Run 1, gate-type map:
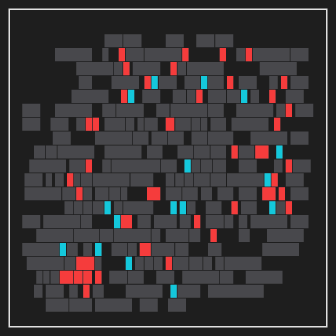
Run 1, the clock network:
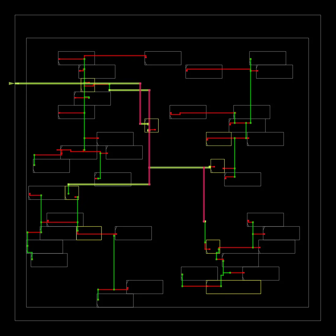
Run 1, signal wires on met1:
Supply wires on this layer in grey.
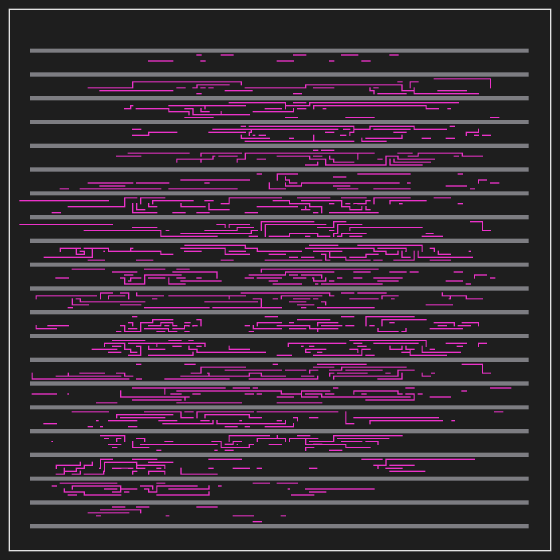
Design sar_logic, sky130hd; sources not shown.
==> results.txt, run 1 <==
run results: Worst Path Max Fanout=17, global-route met3 utilization=5.176%, gpl congestion=0.8321, initial DRC count=59, clk latency late pin=0.34 ns, crit path DRT=5.36 ns, antenna violations before repair=0, layout filler cell count=262, layout clock buffer count=7, Worst setup EP type=flip-flop, ANT nets after route=0, status=complete, no violations, DIE AREA=3816 um2, setup ws final=2.721 ns, TritonCTS clock tree=yes, row count=20, Synth Instances=219, Synth mux share=3.817%, VDD IR-drop max=206.2 uV, met2 GRT Util=37.14%, Worst Hold Class=flip-flop to flip-flop, maximum clock insertion buffer count=2, Port Buffer Count=25, Worst Skew=0.01224 ns, Min Clock Period, post-route=2.389 ns, vias in the first global route=1,472, Commonest cells post-synth=dfxtp_1 (32), nand2_1 (30), nor3_1 (16), RSZ-0062 raised after global routing=no, critical path class=flip-flop to flip-flop, DRC Markers=0, sequential power share=43.8%, Seq/total area=29.70%, Synth logic family=simple AND/OR/NAND/NOR gates, fp util=59.15%, most frequent cells in the layout=dfxtp_1 (32), nand2_1 (30), clkdlybuf4s50_1 (25), synth warn=0, Die W=61.77 um, Post-synth seq share=34.90%, CP bufs+invs=1, post-DR vias/cell=5.901, Post-CTS Resized=0, count leader, synth=dfxtp_1, area grow syn2layout=17.52%, Core Area=3103 um2, Synthesized registers=32, Simple-Gate Fraction of Synth Area=26.18%, sequential cell area=640.6 um2, top layer used by detailed routing=met4, largest net degree at the start of global routing=20, Psw=213.4 uW, worst reg2reg path depth=6
Notes on 'gate-type map' above:
[NAND gates] red | cells: 40 | most used: nand2_1 | where: widely spread
[inverters] cyan | cells: 16 | most used: inv_1
fin cells: 282
most frequent logic cell in the layout: dfxtp_1
Comb/total area: 48.61%

Notes on 'the clock network' above:
CTS buffer count: 5
flop count: 32
CTS sink cnt: 32

Notes on 'signal wires on met1' above:
share of all routed wire: 45%
wire length on this layer: 1,730 um
DRT Wirelength: 3861 um
met1 Use GR: 29.99%
Vias: 1,664

==> run 2, diff against run 1 <==
--- a/config.mk
+++ b/config.mk
@@ -5,14 +5,14 @@
 export SDC_FILE = /design/constraint.sdc
 export NUM_CORES = 1
 export LEC_CHECK = 0
-export ABC_CLOCK_PERIOD_IN_PS = 5110
+export ABC_CLOCK_PERIOD_IN_PS = 1900
 export CAP_MARGIN = 25
 export CORE_MARGIN = 2
-export CORE_UTILIZATION = 55
+export CORE_UTILIZATION = 49
 export CTS_CLUSTER_SIZE = 8
 export DETAILED_ROUTE_END_ITERATION = 7
 export HOLD_SLACK_MARGIN = 0.05
-export PLACE_DENSITY = 0.89
+export PLACE_DENSITY = 0.85
 export REMOVE_ABC_BUFFERS = 1
 export SETUP_SLACK_MARGIN = 0.15
 export SLEW_MARGIN = 20
==> constraint.sdc (replaced) <==
create_clock -name clk -period 1.9 [get_ports clk]
set_input_delay 0.38 -clock clk [delete_from_list [all_inputs] [get_ports clk]]
set_output_delay 0.38 -clock clk [all_outputs]
set_load 0.005 [all_outputs]
Run 2, signal wires on met1:
Supply wires on this layer in grey.
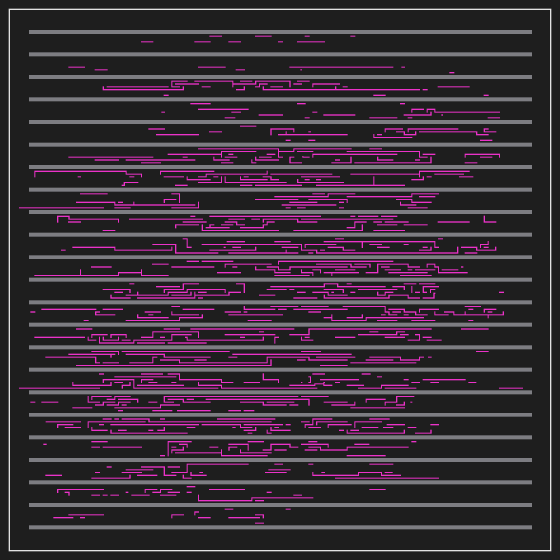
main direction: horizontal
nets with wire on the layer: 245
share of all routed wire: 44%
wire length on this layer: 1,930 um
met1 Use GR: 27.81%
DRT Wirelength: 4362 um
Vias: 1,726

==> results.txt, run 2 <==
run results: Psw=636.1 uW, Post-CTS Resized=2, DP Area=2200 um2, CTS buffer count=5, area grow syn2layout=29.86%, Max-area cell share=34.90%, Comb group=631 uW, Hold Slack=0.4536 ns, Simple-Gate Fraction of Synth Area=26.18%, highest achievable clock rate=590.4 MHz, top layer used by detailed routing=met4, Worst Path Max Fanout=6, fp util=50.52%, crit path DRT=2.09 ns, post-DR vias/cell=5.678, row count=22, sequential cell area=643.1 um2, Post-synth EDFFs=0, crit path cell chain=xor2_1 -> or3_4 -> buf_12 -> o2111ai_1 -> a221oi_1, Synthesized registers=32, cycle use final=89.15%, Synth mux share=3.817%, antenna violations before repair=0, initial DRC count=106, Synth logic family=simple AND/OR/NAND/NOR gates, tapcell count=48, IO Pins=26, Min Clock Period, post-route=1.694 ns, synthesis area per yosys=1836 um2, most frequent cells in the layout=nand2_1 (30), dfxtp_1 (30), clkdlybuf4s50_1 (25), largest net degree at the start of global routing=33, worst reg2reg path depth=5, sequential power share=38.9%, Synth Instances=219, Port Buffer Count=25, critical path class=flip-flop to flip-flop, layout clock buffer count=7, count leader, synth=dfxtp_1, Seq/total area=26.98%, Core Area=3633 um2, RSZ-0062 raised after global routing=yes, TritonCTS clock tree=yes, setup ws final=0.2062 ns, Die W=65.21 um, vias in the first global route=1,558, Worst Hold Class=flip-flop to flip-flop, gpl congestion=0.8572, ANT nets after route=0, Worst path max stage delay=0.40 ns, maximum clock insertion buffer count=2, flop count=32, clk latency late pin=0.29 ns, layout filler cell count=318, Worst setup EP type=flip-flop, status=complete, no violations, DIE AREA=4252 um2, Worst Skew=0.005273 ns, Comb/total area=46.40%, CP bufs+invs=1, synth warn=0, fin cells=304, buffering overhead=17.53%, Post-synth seq share=34.90%, CTS sink cnt=32, Commonest cells post-synth=dfxtp_1 (32), nand2_1 (30), nor3_1 (16), global-route met3 utilization=4.795%, DRC Markers=0, VDD IR-drop max=613.7 uV
Power and IR drop assume default switching activity.
